Track usage over the die:
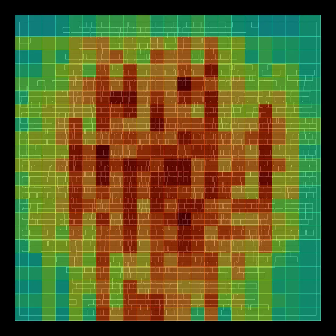
Signal metal coverage by tile:
The bar under the picture is 50 um long. 31 x 31 tiles, from dark blue (low) to red (high), scaled to the fullest tile. Values are wire area over tile area, all layers added.
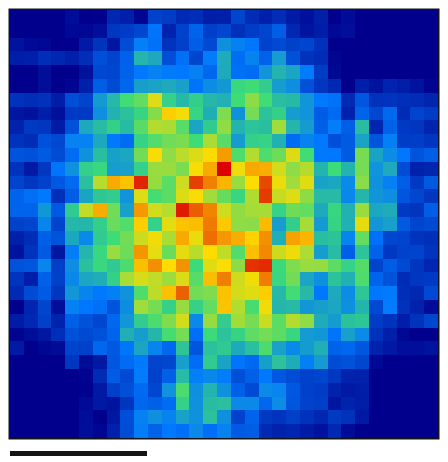
Metal layers overlaid:
The bar under the picture is 50 um long.
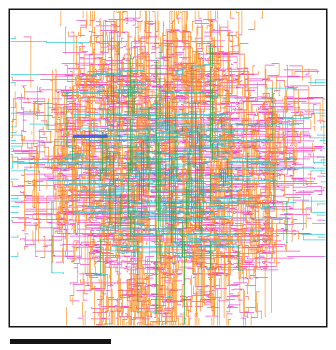
## config.mk

```make
export PLATFORM = sky130hd
export DESIGN_NAME = kerygma_xif_gpio_timer
export DESIGN_NICKNAME = d
export VERILOG_FILES = /design/src/rtl/kerygma_xif_gpio_timer.sv
export SDC_FILE = /design/constraint.sdc
export NUM_CORES = 1
export LEC_CHECK = 0
export CAP_MARGIN = 40
export CORE_MARGIN = 2
export CORE_UTILIZATION = 55
export DETAILED_ROUTE_END_ITERATION = 8
export GPL_ROUTABILITY_DRIVEN = 0
export PLACE_DENSITY = 0.88
export SYNTH_ARGS = -nofsm -noshare
export SYNTH_HDL_FRONTEND = slang
export SYNTH_SLANG_ARGS = --single-unit
```

## constraint.sdc

```tcl
create_clock -name clk_i -period 4.4 [get_ports clk_i]
set_input_delay 0.66 -clock clk_i [delete_from_list [all_inputs] [get_ports clk_i]]
set_output_delay 0.66 -clock clk_i [all_outputs]
set_load 0.01 [all_outputs]
```

## src/rtl/kerygma_xif_gpio_timer.sv

```systemverilog
// GPIO (LEDs, synchronized switches with edge interrupts) plus a compare-match timer,
// memory-mapped on the tile's xif port with one-cycle read latency.
module kerygma_xif_gpio_timer #(
   parameter logic [31:0] BASE_ADDR = 32'h80000000
) (
   input  logic        clk_i,
   input  logic        arst_n_i,
   input  logic        xif_req_i,
   output logic        xif_ack_o,
   input  logic        xif_we_i,
   input  logic [31:0] xif_addr_bi,
   input  logic [3:0]  xif_be_bi,
   input  logic [31:0] xif_wdata_bi,
   output logic        xif_resp_o,
   output logic [31:0] xif_rdata_bo,
   input  logic [31:0] gpio_bi,
   output logic [31:0] gpio_bo,
   output logic        irq_gpio_o,
   output logic        irq_timer_o
);

   localparam logic [7:0] OFF_LED   = 8'h00;
   localparam logic [7:0] OFF_SW    = 8'h04;
   localparam logic [7:0] OFF_IEN   = 8'h08;
   localparam logic [7:0] OFF_ISTAT = 8'h0C;
   localparam logic [7:0] OFF_TCNT  = 8'h10;
   localparam logic [7:0] OFF_TCMP  = 8'h14;
   localparam logic [7:0] OFF_TCTRL = 8'h18;

   logic [31:0] r_led;
   logic [31:0] r_irq_en;
   logic [31:0] r_irq_stat;
   logic [31:0] r_tcnt;
   logic [31:0] r_tcmp;
   logic        r_en;
   logic        r_autoclr;
   logic        r_pend;
   logic [31:0] r_sync1;
   logic [31:0] r_sync2;
   logic [31:0] r_sync3;
   logic        r_irq_gpio;
   logic        r_resp;
   logic [31:0] r_rdata;

   logic        w_hit;
   logic        w_wr;
   logic        w_rd;
   logic [7:0]  w_off;
   logic [31:0] w_bmask;
   logic [31:0] w_wbits;
   logic [31:0] w_rd_val;
   logic [31:0] w_tcnt_next;
   logic [31:0] w_stat_next;
   logic        w_match;
   logic        w_pend_clr;
   logic        w_unused_addr;

   // Byte offsets inside a word carry no meaning; accesses are word-aligned.
   assign w_unused_addr = ^xif_addr_bi[1:0];

   assign xif_ack_o = xif_req_i;
   assign w_hit     = (xif_addr_bi[31:8] == BASE_ADDR[31:8]);
   assign w_wr      = xif_req_i & xif_we_i & w_hit;
   assign w_rd      = xif_req_i & ~xif_we_i & w_hit;
   assign w_off     = {xif_addr_bi[7:2], 2'b00};

   genvar gi;
   generate
      for (gi = 0; gi < 4; gi++) begin : g_bmask
         assign w_bmask[gi*8 +: 8] = {8{xif_be_bi[gi]}};
      end
   endgenerate

   // Enabled data bits: used both as merge data and as the W1C clear mask.
   assign w_wbits = xif_wdata_bi & w_bmask;

   always_comb begin
      w_rd_val = 32'h0;
      case (w_off)
         OFF_LED:   w_rd_val = r_led;
         OFF_SW:    w_rd_val = r_sync2;
         OFF_IEN:   w_rd_val = r_irq_en;
         OFF_ISTAT: w_rd_val = r_irq_stat;
         OFF_TCNT:  w_rd_val = r_tcnt;
         OFF_TCMP:  w_rd_val = r_tcmp;
         OFF_TCTRL: w_rd_val = {29'h0, r_pend, r_autoclr, r_en};
         default:   w_rd_val = 32'h0;
      endcase
   end

   assign w_match    = r_en & (r_tcnt == r_tcmp);
   assign w_pend_clr = w_wr & (w_off == OFF_TCTRL) & xif_be_bi[0] & xif_wdata_bi[2];

   // A bus write to TCNT beats both the auto-clear and the increment.
   always_comb begin
      w_tcnt_next = r_tcnt;
      if (w_wr && (w_off == OFF_TCNT)) begin
         w_tcnt_next = (r_tcnt & ~w_bmask) | w_wbits;
      end else if (w_match && r_autoclr) begin
         w_tcnt_next = 32'h0;
      end else if (r_en) begin
         w_tcnt_next = r_tcnt + 32'd1;
      end
   end

   always_comb begin
      w_stat_next = r_irq_stat;
      if (w_wr && (w_off == OFF_ISTAT)) begin
         w_stat_next = r_irq_stat & ~w_wbits;
      end
      w_stat_next = w_stat_next | (r_sync2 & ~r_sync3);
   end

   always_ff @(posedge clk_i or negedge arst_n_i) begin
      if (!arst_n_i) begin
         r_led      <= 32'h0;
         r_irq_en   <= 32'h0;
         r_irq_stat <= 32'h0;
         r_tcnt     <= 32'h0;
         r_tcmp     <= 32'h0;
         r_en       <= 1'b0;
         r_autoclr  <= 1'b0;
         r_pend     <= 1'b0;
         r_sync1    <= 32'h0;
         r_sync2    <= 32'h0;
         r_sync3    <= 32'h0;
         r_irq_gpio <= 1'b0;
         r_resp     <= 1'b0;
         r_rdata    <= 32'h0;
      end else begin
         r_sync1    <= gpio_bi;
         r_sync2    <= r_sync1;
         r_sync3    <= r_sync2;
         r_irq_stat <= w_stat_next;
         r_irq_gpio <= |(r_irq_stat & r_irq_en);
         r_tcnt     <= w_tcnt_next;
         r_pend     <= (r_pend & ~w_pend_clr) | w_match;
         r_resp     <= w_rd;
         r_rdata    <= w_rd ? w_rd_val : 32'h0;
         if (w_wr && (w_off == OFF_LED)) begin
            r_led <= (r_led & ~w_bmask) | w_wbits;
         end
         if (w_wr && (w_off == OFF_IEN)) begin
            r_irq_en <= (r_irq_en & ~w_bmask) | w_wbits;
         end
         if (w_wr && (w_off == OFF_TCMP)) begin
            r_tcmp <= (r_tcmp & ~w_bmask) | w_wbits;
         end
         if (w_wr && (w_off == OFF_TCTRL) && xif_be_bi[0]) begin
            r_en      <= xif_wdata_bi[0];
            r_autoclr <= xif_wdata_bi[1];
         end
      end
   end

   assign xif_resp_o   = r_resp;
   assign xif_rdata_bo = r_rdata;
   assign gpio_bo      = r_led;
   assign irq_gpio_o   = r_irq_gpio;
   assign irq_timer_o  = r_pend;

endmodule

```

==> reports/summary.json <==
{
  "timing.critical_path.max_delay_family": {"value": "simple AND/OR/NAND/NOR gates"},
  "clock_power_share": {"value": 46.3, "unit": "%"},
  "route.detailed.drc": {"value": 0},
  "cts_tree": {"value": "yes"},
  "critical_path.startpoint_type": {"value": "primary input"},
  "cellPowerDensity": {"value": 356.9, "unit": "nW/um^2"},
  "status": {"value": "finished, final reports clean"},
  "htree_levels": {"value": 1},
  "sequentialPowerShare": {"value": 49.3, "unit": "%"},
  "post_cts_resized": {"value": 0},
  "synth_simple_gate_area_share": {"value": 11.61, "unit": "%"},
  "fin_util": {"value": 69.35, "unit": "%"},
  "synth.top_cell.area_share": {"value": 57.80, "unit": "%"},
  "io-pin-count": {"value": 172},
  "fin_ws": {"value": 1160, "unit": "ps"},
  "crit_path_top_delay_cell": {"value": "nor2_1"},
  "cts_sinks": {"value": 293},
  "relSlewSlack": {"value": 41.50, "unit": "%"},
  "preCtsSetupSlack": {"value": 765.5, "unit": "ps"},
  "drtPass1Iterations": {"value": 7},
  "nets": {"value": 1341},
  "m1WireLength": {"value": 13.59, "unit": "mm"},
  "design_area": {"value": 15700, "unit": "sq um"},
  "grtUsageMet1": {"value": 40.55, "unit": "%"},
  "synth_adder_area_share": {"value": 0.09864, "unit": "%"},
  "fin_total_pwr": {"value": 5603, "unit": "uW"},
  "fin_worst_hold_slack": {"value": 195.0, "unit": "ps"},
  "critical_path.max_fanout": {"value": 12},
  "number_of_nets_in_the_synthesized_netlist": {"value": 1180},
  "maxUsedRoutingLayer": {"value": "met5"},
  "number_of_global_route_vias_before_repair": {"value": 10290},
  "initial_util": {"value": 56.03, "unit": "%"},
  "number_of_max_slew_violations_in_the_final_report": {"value": 0},
  "worst-r2r-setup-slack": {"value": 1460, "unit": "ps"},
  "layout_top_cells": {"value": "dfrtp_1 (293), clkdlybuf4s50_1 (167), mux2_2 (100), nand2_1 (71)"},
  "critPathMaxStageDelay": {"value": 740, "unit": "ps"},
  "fp.dieH": {"value": 155.9, "unit": "um"},
  "grt_overflow": {"value": 0},
  "final_min_period_over_clock_period": {"value": 73.64, "unit": "%"},
  "synth_area_per_cell": {"value": 11.80, "unit": "sq um"},
  "unrepaired_setup_endpoints_after_global_routing": {"value": "no"},
  "core.rowCount": {"value": 55},
  "cts.root.buffer_cell": {"value": "clkbuf_16"},
  "vdd.ir_drop.worst": {"value": 0.0002997, "unit": "V"}
}
Notes on 'track usage over the die' above:
met2 routing resource usage after global routing: 48.71%
busiest layer in global routing: met2

Notes on 'signal metal coverage by tile' above:
tiles over half the peak: 21%
fullest tile: 0.92
nearly empty tiles: 14%
emptiest ninth of the die: upper right
densest ninth of the die: centre
overall routed net length: 37.14 mm
overall via count from detail_route: 10260

Notes on 'metal layers overlaid' above:
[green] metal 4 | wire length: 2060 um
[cyan] metal 3 | wire length: 4120 um
[blue] metal 5 | wire length: 15.6 um
[magenta] metal 1 | wire length: 13600 um
[orange] metal 2 | wire length: 17300 um
per-cell routed wire length: 24.10 um
total track usage: 30.67%

-- layout make-up --
cell class / instances / area share, %
diodes: 2 / 0.03188
clock buffers: 42 / 5.459
clock inverters: 8 / 0.9085
inverters: 42 / 1.004
multi-input cells: 673 / 31.48
flip-flops and latches: 293 / 46.70
well taps: 285 / 2.271
repair buffers: 196 / 12.15
-- power groups by stage --
stage | clock network [uW] | logic, uW | registers [uW]
6_report | 2590 | 249 | 2760
5_1_grt | 2710 | 270 | 2770
4_1_cts | 2600 | 250 | 2760
3_5_place_dp | 0 | 248 | 2810
3_3_place_gp | 0 | 242 | 2810
2_1_floorplan | 0 | 57.6 | 2800
Power is estimated from default activity; no workload was simulated.
